File: src/rtl/fir_xifu_pkg.sv
// Shared types and constants for the FIR XIFU controller.
//   X_ID_WIDTH / NB_ID : id width and number of tracked ids
//   sb_state_e         : per-id scoreboard state
//   ctrl2wb_t          : per-id issue/commit/kill vectors towards WB
//   wb2ctrl_t          : per-id retire clear from WB
package fir_xifu_pkg;

  localparam int unsigned X_ID_WIDTH = 4;
  localparam int unsigned NB_ID      = 2 ** X_ID_WIDTH;

  typedef enum logic [1:0] {
    SB_FREE,
    SB_ISSUED,
    SB_COMMITTED,
    SB_KILLED
  } sb_state_e;

  typedef struct packed {
    logic [NB_ID-1:0] issue;
    logic [NB_ID-1:0] commit;
    logic [NB_ID-1:0] kill;
  } ctrl2wb_t;

  typedef struct packed {
    logic [NB_ID-1:0] clear;
  } wb2ctrl_t;

  function automatic int unsigned popcount(input logic [NB_ID-1:0] v);
    int unsigned c;
    c = 0;
    for (int i = 0; i < int'(NB_ID); i++) begin
      c += 32'(v[i]);
    end
    return c;
  endfunction

endpackage

File: src/rtl/fir_xifu_ctrl_sb_entry.sv
// Single-id scoreboard entry FSM.
//   issue_i    : issue fire addressed to this id
//   commit_i   : non-kill commit addressed to this id
//   kill_i     : kill commit addressed to this id
//   clear_i    : WB retire clear for this id
//   issue_o    : registered, entry ISSUED or COMMITTED
//   commit_o   : registered, entry COMMITTED
//   kill_o     : registered, entry KILLED
//   free_o     : entry FREE (decoded from state register)
//   release_o  : entry leaves the live set at the coming edge
module fir_xifu_sb_entry
  import fir_xifu_pkg::*;
(
  input  logic clk_i,
  input  logic rst_i,
  input  logic issue_i,
  input  logic commit_i,
  input  logic kill_i,
  input  logic clear_i,
  output logic issue_o,
  output logic commit_o,
  output logic kill_o,
  output logic free_o,
  output logic release_o
);

  sb_state_e state_q, state_d;
  logic      issue_q, commit_q, kill_q;

  always_comb begin
    state_d   = state_q;
    release_o = 1'b0;
    unique case (state_q)
      SB_FREE: begin
        if (issue_i) state_d = SB_ISSUED;
      end
      SB_ISSUED: begin
        if (kill_i) begin
          state_d   = SB_KILLED;
          release_o = 1'b1;
        end else if (commit_i) begin
          state_d = SB_COMMITTED;
        end
      end
      SB_COMMITTED: begin
        // Kill takes priority over a same-cycle retire clear.
        if (kill_i) begin
          state_d   = SB_KILLED;
          release_o = 1'b1;
        end else if (clear_i) begin
          state_d   = SB_FREE;
          release_o = 1'b1;
        end
      end
      SB_KILLED: state_d = SB_FREE;
      default:   state_d = SB_FREE;
    endcase
  end

  always_ff @(posedge clk_i or posedge rst_i) begin
    if (rst_i) begin
      state_q  <= SB_FREE;
      issue_q  <= 1'b0;
      commit_q <= 1'b0;
      kill_q   <= 1'b0;
    end else begin
      state_q  <= state_d;
      issue_q  <= (state_d == SB_ISSUED) || (state_d == SB_COMMITTED);
      commit_q <= (state_d == SB_COMMITTED);
      kill_q   <= (state_d == SB_KILLED);
    end
  end

  assign issue_o  = issue_q;
  assign commit_o = commit_q;
  assign kill_o   = kill_q;
  assign free_o   = (state_q == SB_FREE);

endmodule

File: src/rtl/fir_xifu_ctrl.sv
// Scoreboard/controller for the FIR XIFU pipeline.
//   issue_*         : XIF issue handshake; issue_ready_o throttles new ids
//   commit_*        : XIF commit channel (commit or kill per id)
//   wb_clear_i      : one-hot retire clear from WB
//   ctrl2wb_*_o     : registered per-id issue/commit/kill vectors
//   outstanding_o   : number of ISSUED/COMMITTED entries
//   flush_o         : high while any entry is KILLED
module fir_xifu_ctrl
  import fir_xifu_pkg::*;
#(
  parameter int unsigned MAX_OUTSTANDING = 4,
  localparam int unsigned CntW = $clog2(MAX_OUTSTANDING + 1)
) (
  input  logic                  clk_i,
  input  logic                  rst_i,
  input  logic                  issue_valid_i,
  input  logic                  issue_accept_i,
  input  logic [X_ID_WIDTH-1:0] issue_id_i,
  output logic                  issue_ready_o,
  input  logic                  commit_valid_i,
  input  logic [X_ID_WIDTH-1:0] commit_id_i,
  input  logic                  commit_kill_i,
  input  logic [NB_ID-1:0]      wb_clear_i,
  output logic [NB_ID-1:0]      ctrl2wb_issue_o,
  output logic [NB_ID-1:0]      ctrl2wb_commit_o,
  output logic [NB_ID-1:0]      ctrl2wb_kill_o,
  output logic [CntW-1:0]       outstanding_o,
  output logic                  flush_o
);

  ctrl2wb_t         ctrl2wb;
  wb2ctrl_t         wb2ctrl;
  logic [NB_ID-1:0] free_vec;
  logic [NB_ID-1:0] release_vec;
  logic             issue_fire;
  logic [CntW-1:0]  outstanding_q, outstanding_d;
  int               cnt_next;

  assign wb2ctrl.clear = wb_clear_i;
  assign issue_fire    = issue_valid_i & issue_accept_i & issue_ready_o;

  for (genvar g = 0; g < int'(NB_ID); g++) begin : gen_entry
    fir_xifu_sb_entry u_entry (
      .clk_i     (clk_i),
      .rst_i     (rst_i),
      .issue_i   (issue_fire & (issue_id_i == X_ID_WIDTH'(g))),
      .commit_i  (commit_valid_i & (commit_id_i == X_ID_WIDTH'(g)) & ~commit_kill_i),
      .kill_i    (commit_valid_i & (commit_id_i == X_ID_WIDTH'(g)) & commit_kill_i),
      .clear_i   (wb2ctrl.clear[g]),
      .issue_o   (ctrl2wb.issue[g]),
      .commit_o  (ctrl2wb.commit[g]),
      .kill_o    (ctrl2wb.kill[g]),
      .free_o    (free_vec[g]),
      .release_o (release_vec[g])
    );
  end

  // Several entries may retire in one cycle (multi-bit clear plus a kill).
  always_comb begin
    cnt_next = int'(outstanding_q) + int'(issue_fire) - int'(popcount(release_vec));
    if (cnt_next < 0) begin
      outstanding_d = '0;
    end else if (cnt_next > int'(MAX_OUTSTANDING)) begin
      outstanding_d = CntW'(MAX_OUTSTANDING);
    end else begin
      outstanding_d = CntW'(cnt_next);
    end
  end

  always_ff @(posedge clk_i or posedge rst_i) begin
    if (rst_i) outstanding_q <= '0;
    else       outstanding_q <= outstanding_d;
  end

  assign issue_ready_o    = (int'(outstanding_q) < int'(MAX_OUTSTANDING)) & free_vec[issue_id_i];
  assign ctrl2wb_issue_o  = ctrl2wb.issue;
  assign ctrl2wb_commit_o = ctrl2wb.commit;
  assign ctrl2wb_kill_o   = ctrl2wb.kill;
  assign outstanding_o    = outstanding_q;
  assign flush_o          = |ctrl2wb.kill;

endmodule

File: config.mk
export PLATFORM = sky130hd
export DESIGN_NAME = fir_xifu_ctrl
export DESIGN_NICKNAME = d
export VERILOG_FILES = /design/src/rtl/fir_xifu_pkg.sv /design/src/rtl/fir_xifu_ctrl_sb_entry.sv /design/src/rtl/fir_xifu_ctrl.sv
export SDC_FILE = /design/constraint.sdc
export NUM_CORES = 1
export LEC_CHECK = 0
export ABC_AREA = 1
export ABC_CLOCK_PERIOD_IN_PS = 8100
export CAP_MARGIN = 20
export CORE_MARGIN = 5
export CORE_UTILIZATION = 50
export CTS_CLUSTER_SIZE = 10
export DETAILED_ROUTE_END_ITERATION = 10
export GPL_ROUTABILITY_DRIVEN = 0
export PLACE_DENSITY_LB_ADDON = 0.15
export SYNTH_ARGS = -nofsm -noshare
export SYNTH_HDL_FRONTEND = slang
export SYNTH_HIERARCHICAL = 1
export SYNTH_SLANG_ARGS = --single-unit
File: constraint.sdc
create_clock -name clk_i -period 8.1 [get_ports clk_i]
set_input_delay 1.62 -clock clk_i [delete_from_list [all_inputs] [get_ports clk_i]]
set_output_delay 1.62 -clock clk_i [all_outputs]
set_load 0.05 [all_outputs]
**Run 1: the clock network**

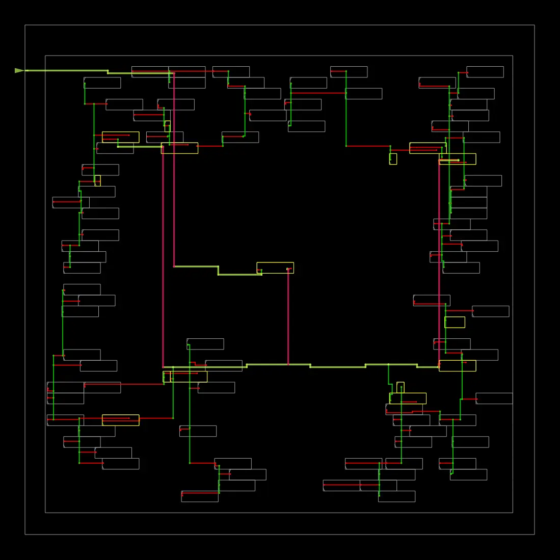
sequential cell count: 83
Worst Skew: 0.00723 ns

**Run 1: local utilization**

Scale: 3 px per um. The die is cut into 13 by 13 equal tiles; white is low, dark blue is high, 0 to 100% covered.
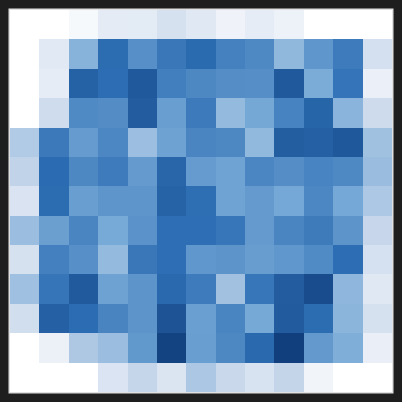
tiles over 75% full: 17%
emptiest ninth of the die: north-west
mean over tiles: 49%
fullest tile: 94%

**Run 1: met4 routing**

Scale: 4 px per um. Supply wires on this layer in gray. Cells faint in the background.
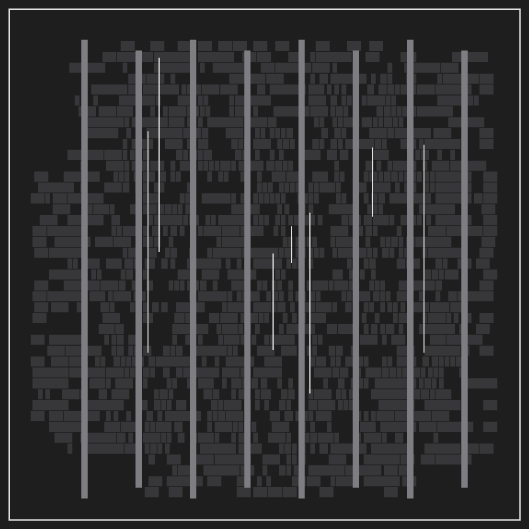
share of all routed wire: 1.7%
nets with wire on the layer: 5
wire length on this layer: 250 um
Vias: 5,480
final wirelength: 15,100 um

**Run 1: sequential cells colored by netlist name**

Scale: 4 px per um. Other sequential cells in the stronger gray, the rest of the logic in the fainter gray.
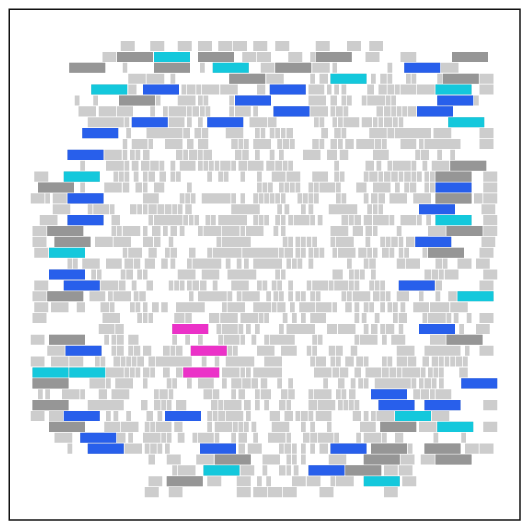
| color | signal | sequential cells |
|---|---|---|
| blue | gen_entry.u_entry/state_q | 32 |
| cyan | gen_entry.u_entry/commit_o | 16 |
| magenta | outstanding_o | 3 |

==> results.toml, run 1 <==
# yosys + openroad results
[run]
warnings = 73

[yosys]
ys_area_mm2 = 0.00688
ys_types = 27
area_leaders = "dfrtp_1 30%, ha_1 17%, inv_1 10%"
synth_area_per_cell_um2 = 7.71
syn_inst = 893
yosys.cell_count.top_type = "inv_1"
ys_sh_adder_pct = 21.3
synthTopCellsByCount = "191 x inv_1, 184 x nand2_1, 93 x ha_1"
synthArstFlopShare_pct = 100

[cells_and_area]
fin_area_mm2 = 0.00815
n_fill_cell = 1206
final_cells = 1162
final_core_util_pct = 61.1

[final_timing]
setup_viol = 0
drv_slew = 0
hold_violations = 0
hold_slack_ns = 0.582

[place]
dp_slack_ns = 0.381

[clock_tree]
cts_setup_buffers = 0
cts_resized = 0
clockBufferDepth = 2
cts_sinks = 83

[power]
combinationalPowerShare_pct = 66.8
p_clk_share_pct = 11.1
power_clock_mw = 0.368
p_comb_mw = 2.22

[worst_setup_path]
crit_arrival_ns = 7.62
end_kind = "flip-flop"
rr_worst_depth = 21
crit_path_cell_trace = "clkdlybuf4s50_1 -> inv_1 -> nor3_1 -> nand2_1 -> nor2_1 -> o21ai_0 -> a21boi_0 -> inv_1 -> fa_1 -> fa_1 -> fa_1 -> fa_1 -> inv_1 -> fa_1 -> inv_1 -> fa_1 -> ha_1 -> inv_1 -> fa_1 -> inv_1 -> fa_1 -> nor3b_1 -> nand3_1 -> nor2_1"

[floorplanning]
die_area_mm2 = 0.0162
chipWidth_um = 127
die_height_um = 127
row_count = 42

[global_route]
grt.total_usage_pct = 19.9
overflow = 0

[route]
drc = 0

[status]
status = "finished clean"

[worst_hold_path]
hold-path-cell-count = 2
-- run 1: kinds of logic after synthesis --
logic type / Yosys count
AND/OR/NAND/NOR: 405
buffers and inverters: 216
adder cells (fa/ha/maj): 108
flip-flops: 83
AND-OR/OR-AND: 81
-- run 1: state kept, by name (all words and copies together), names as in the netlist --
signal                      cells
gen_entry.u_entry/kill_o       16
gen_entry.u_entry/commit_o     16
outstanding_o                   3
gen_entry.u_entry/state_q      32
gen_entry.u_entry/issue_o      16
-- run 1: layout by cell type (no fill, tap or decap) --
master / synthesis / layout
a21boi_0: 17 / 17
a21boi_2: 15 / 15
a21oi_1: 17 / 17
a21oi_2: 1 / 1
buf_4: 1 / 2
clkbuf_1: 3 / 2
clkbuf_16: 0 / 9
clkbuf_8: 0 / 1
clkdlybuf4s50_1: 0 / 82
clkinv_2: 0 / 3
dfrtp_1: 83 / 83
fa_1: 15 / 15
ha_1: 93 / 93
inv_1: 191 / 191
inv_2: 19 / 19
nand2_1: 184 / 184
nand2_2: 49 / 49
nand2_4: 2 / 2
nand3_1: 49 / 49
nand3_2: 1 / 1
nand3_4: 1 / 1
nand4_1: 1 / 1
nor2_1: 71 / 71
nor2_2: 1 / 1
nor2_4: 24 / 24
nor3_1: 17 / 17
nor3b_1: 1 / 1
nor4_1: 4 / 4
o21ai_0: 31 / 31
-- run 1: cell type report --
class                   count  area share [%]
flip-flops and latches     83            25.5
well taps                 176            2.70
clock inverters             3           0.184
inverters                 210            9.67
clock buffers              12            3.02
multi-input cells         594            48.7
repair buffers             84            10.3
-- run 1: per-layer routing --
metal,vias up,routed length (um)
met1,2499,7080
met4,0,249
met3,15,702
met5,-,0
met2,91,7060
li1,2875,-
**Run 1: wiring by layer**

Scale: 4 px per um.
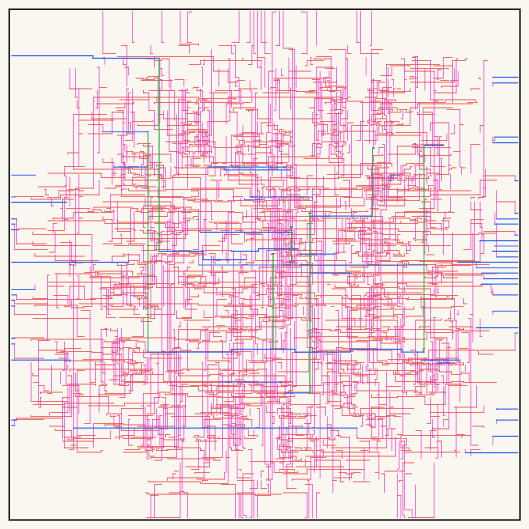

==> run 2: changes to the inputs <==
--- a/config.mk
+++ b/config.mk
@@ -13,6 +13,7 @@
 export CTS_CLUSTER_SIZE = 10
 export DETAILED_ROUTE_END_ITERATION = 10
 export GPL_ROUTABILITY_DRIVEN = 0
+export MAX_ROUTING_LAYER = met4
 export PLACE_DENSITY_LB_ADDON = 0.15
 export SYNTH_ARGS = -nofsm -noshare
 export SYNTH_HDL_FRONTEND = slang
**Run 2: wiring by layer**

Scale: 4 px per um.
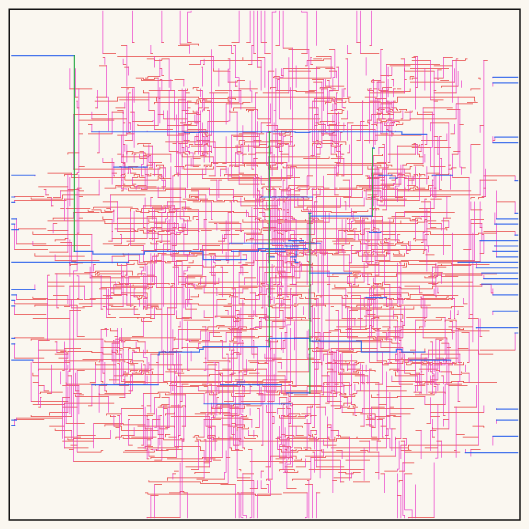
| color | layer | wire length |
|---|---|---|
| green | metal 4 | 165 um |
| magenta | metal 2 | 7,120 um |
| blue | metal 3 | 643 um |
| red | metal 1 | 7,260 um |

**Run 2: local utilization**

Scale: 3 px per um. The die is cut into 13 by 13 equal tiles; white is low, dark blue is high, 0 to 100% covered.
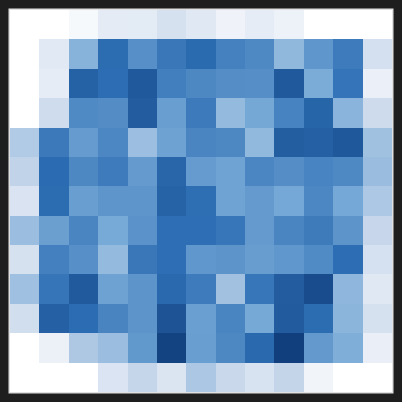
nearly empty tiles: 8.3%
fullest tile: 94%
tiles over 75% full: 17%
emptiest ninth of the die: north-west

==> run 2 against run 1 <==
Die area stayed put. Highest routed layer unchanged. Routed wire length up 0.68%. Worst setup slack improved by 0.013 ns. Utilization unchanged. Synthesized cell count is the same. Via count is 0.49% higher. Non-clock buffer count unchanged. Register-to-register slack about the same.
==> results.toml, run 2 <==
# yosys + openroad results
[status]
status = "finished clean"

[clock_tree]
clockBufferDepth = 2
cts_resized = 0
cts_sinks = 83
cts_setup_buffers = 0

[yosys]
synth_area_per_cell_um2 = 7.71
ys_types = 27
area_leaders = "dfrtp_1 30%, ha_1 17%, inv_1 10%"
synthTopCellsByCount = "191 x inv_1, 184 x nand2_1, 93 x ha_1"
synthArstFlopShare_pct = 100
syn_inst = 893

[final_timing]
clock_skew_ns = 0.00717
hold_violations = 0
setup_viol = 0

[route]
wl_met3_um = 642
num_vias = 5507
totalWireLength_um = 15200
drt-met1-wl_um = 7260
wl_met2_um = 7120

[floorplanning]
chipWidth_um = 127
die_height_um = 127
die_area_mm2 = 0.0162

[cells_and_area]
top_register = "gen_entry.u_entry/state_q"
lay_top_count = "inv_1"
n_fill_cell = 1206
layout_top_cells = "191 x inv_1, 184 x nand2_1, 93 x ha_1"
largest_reg_flops = 32

[worst_hold_path]
hold-path-cell-count = 2

[worst_setup_path]
end_kind = "flip-flop"
rr_worst_depth = 21
crit_path_cell_trace = "clkdlybuf4s50_1 -> inv_1 -> nor3_1 -> nand2_1 -> nor2_1 -> o21ai_0 -> a21boi_0 -> inv_1 -> fa_1 -> fa_1 -> fa_1 -> fa_1 -> inv_1 -> fa_1 -> inv_1 -> fa_1 -> ha_1 -> inv_1 -> fa_1 -> inv_1 -> fa_1 -> nor3b_1 -> nand3_1 -> nor2_1"
crit_arrival_ns = 7.60

[place]
dp_slack_ns = 0.381

[global_route]
grt.total_usage_pct = 20.5
==> run 2: power by group <==
group / switching, mW / internal [mW]
Sequential: 0.126 / 0.608
Clock: 0.155 / 0.213
Combinational: 1.38 / 0.840
Total: 1.66 / 1.66
==> run 2: cell families after synthesis <==
family / after synthesis / synth area share, %
fa+ha+maj: 108 / 21.3
buf+inv: 216 / 12.2
compound gates: 81 / 7.92
flops: 83 / 30.2
simple gates: 405 / 28.5
==> run 2: worst max-delay path by stage <==
stage                   start                          to  slack (ns)
4_1_cts        commit_valid_i  outstanding_o[1]$_DFF_PP0_        0.73
3_3_place_gp   commit_valid_i  outstanding_o[1]$_DFF_PP0_        0.48
3_5_place_dp   commit_valid_i  outstanding_o[1]$_DFF_PP0_        0.38
2_1_floorplan   commit_kill_i  outstanding_o[0]$_DFF_PP0_        1.17
5_1_grt        commit_valid_i  outstanding_o[1]$_DFF_PP0_        0.27
6_report       commit_valid_i  outstanding_o[1]$_DFF_PP0_        0.77
==> run 2: area by class of cell <==
class                   instances  area [um2]  area share (%)
multi-input cells             594        3970            48.7
clock inverters                 3        15.0           0.184
well taps                     176         220            2.70
flip-flops and latches         83        2080            25.5
clock buffers                  12         246            3.02
repair buffers                 84         836            10.3
inverters                     210         788            9.67
==> run 2: through the flow <==
step                      hold slack, ns  instance area, um2  instances  utilization [%]
after floorplan                    0.557                6880        893                -
after global placement             0.575                7890       1147             59.1
after detailed placement           0.578                7890       1147             59.1
after CTS                          0.586                8150       1162             61.1
after global routing               0.605                8150       1162             61.1
final                              0.582                8150       1162             61.1
==> run 2: worst max-delay path, delay by kind of cell <==
family / cells / cell delay [ns]
adder cells (fa/ha/maj): 9 / 3.64
AND/OR/NAND/NOR: 6 / 1.17
buffers and inverters: 7 / 0.85
AND-OR/OR-AND: 2 / 0.30
**Run 2: the clock network**

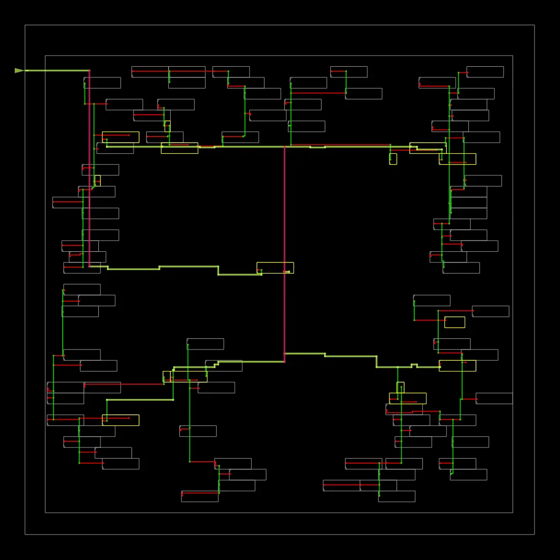

==> run 3: changes to the inputs <==
--- a/config.mk
+++ b/config.mk
@@ -6,10 +6,9 @@
 export NUM_CORES = 1
 export LEC_CHECK = 0
 export ABC_AREA = 1
-export ABC_CLOCK_PERIOD_IN_PS = 8100
 export CAP_MARGIN = 20
 export CORE_MARGIN = 5
-export CORE_UTILIZATION = 50
+export CORE_UTILIZATION = 43
 export CTS_CLUSTER_SIZE = 10
 export DETAILED_ROUTE_END_ITERATION = 10
 export GPL_ROUTABILITY_DRIVEN = 0
**Run 3: the clock network**

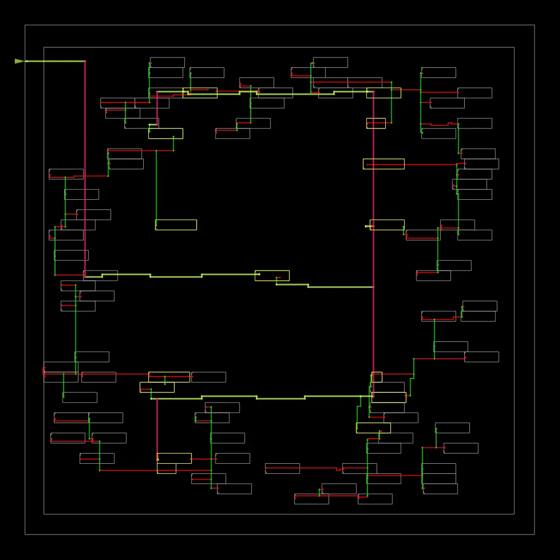
clock sink total: 83
Late-Pin Clk Latency: 0.35 ns
CTS buffer count: 9
clkbuf count: 11

**Run 3: wiring by layer**

Scale: 3 px per um.
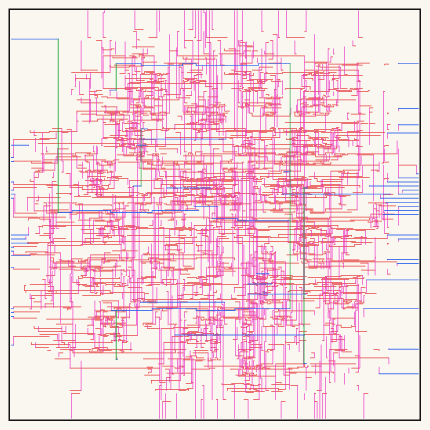
| color | layer | wire length |
|---|---|---|
| magenta | metal 2 | 7,090 um |
| green | metal 4 | 242 um |
| red | metal 1 | 7,320 um |
| blue | metal 3 | 677 um |

==> run 3 against run 2 <==
Via count fell by 1.6%. Hold slack improved by 0.0042 ns. Worst setup slack worse by 0.11 ns. Combinational power barely moved. Critical path depth unchanged. Routed wire length grew 0.92%. First-iteration DRC count is 7.0% lower. Sequential share of layout area is 0.45 points lower. Clock skew fell by 0.0016 ns. Sequential power shrank 0.5%. Largest power group unchanged. Synthesized cell count unchanged.
==> results.toml, run 3 <==
# yosys + openroad results
[status]
status = "finished clean"

[route]
totalWireLength_um = 15300
drc = 0
num_vias = 5417

[yosys]
syn_inst = 893
synth_area_per_cell_um2 = 7.71
ys_types = 27
logic_family = "simple AND/OR/NAND/NOR gates"
yosys.cell_count.top_type = "inv_1"
xor_area_share_pct = 0
mux_share_pct = 0
ys_sh_simple_pct = 28.5
ys_sh_adder_pct = 21.3

[power]
p_sw_mw = 1.67
power_clock_mw = 0.482
switching_share_pct = 48.5
p_clk_share_pct = 14.0
power_frac_seq_pct = 21.2
combinationalPowerShare_pct = 64.8
p_seq_mw = 0.730
power_leader = "combinational logic"

[final_timing]
setup_viol = 0
drv_slew = 0
hold_slack_ns = 0.586

[cells_and_area]
top_register = "gen_entry.u_entry/state_q"
final_core_util_pct = 52.6
seq_area_mm2 = 0.00208
lay_top_count = "inv_1"
layout_top_cells = "191 x inv_1, 184 x nand2_1, 93 x ha_1"
mi_logic_area_mm2 = 0.00397

[place]
dp_slack_ns = 0.286

[worst_setup_path]
crit_arrival_ns = 7.72
crit_path_cell_trace = "clkdlybuf4s50_1 -> inv_1 -> nor3_1 -> nand2_1 -> nor2_1 -> o21ai_0 -> a21boi_0 -> inv_1 -> fa_1 -> fa_1 -> fa_1 -> fa_1 -> inv_1 -> fa_1 -> inv_1 -> fa_1 -> ha_1 -> inv_1 -> fa_1 -> inv_1 -> fa_1 -> nor3b_1 -> nand3_1 -> nor2_1"

[clock_tree]
cts_setup_buffers = 0
clockBufferDepth = 2

[floorplanning]
die_height_um = 137
row_count = 46
==> run 3: worst min-delay path, delay by kind of cell (launching register included) <==
kind / cells / cell delay (ns)
AND/OR/NAND/NOR: 1 / 0.09
AND-OR/OR-AND: 1 / 0.06
flip-flops: 1 / 0.40
==> run 3: area by class of cell <==
type	instances	area share, %
multi-input combinational	594	47.8
sequential	83	25.0
timing repair buffer	85	10.2
inverter	210	9.50
tap	216	3.26
clock buffer	11	3.05
clock inverter	4	1.18
==> run 3: metal layers <==
| metal | global-route usage [%] | up-vias | part of all wire [%] |
|---|---|---|---|
| met3 | 3.57 | 15 | 4.4 |
| met4 | 5.71 | 0 | 1.6 |
| met1 | 23.6 | 2443 | 48 |
| met2 | 29.0 | 78 | 46 |
| met5 | - | - | 0 |
| li1 | - | 2881 | - |
==> run 3: final timing paths <==
kind | cells after the start | start | endpoint
hold / removal | 2 | gen_entry[11].u_entry/state_q[0]$_DFF_PP0_ | gen_entry[11].u_entry/state_q[0]$_DFF_PP0_
max in group asynchronous | 2 | rst_i | gen_entry[14].u_entry/state_q[0]$_DFF_PP0_
hold reg to reg | 2 | gen_entry[11].u_entry/state_q[0]$_DFF_PP0_ | gen_entry[11].u_entry/state_q[0]$_DFF_PP0_
setup / recovery | 24 | commit_valid_i | outstanding_o[0]$_DFF_PP0_
min in group asynchronous | 2 | rst_i | outstanding_o[1]$_DFF_PP0_
setup reg to reg | 21 | gen_entry[1].u_entry/state_q[0]$_DFF_PP0_ | outstanding_o[0]$_DFF_PP0_
==> run 3: logic make-up (layout without fill, tap and decap cells) <==
kind of cell | Yosys count | after routing
compound gates | 81 | 81
fa+ha+maj | 108 | 108
buf+inv | 216 | 310
flops | 83 | 83
simple gates | 405 | 405
Power figures rest on the tool's default switching activity, not on a simulated workload.
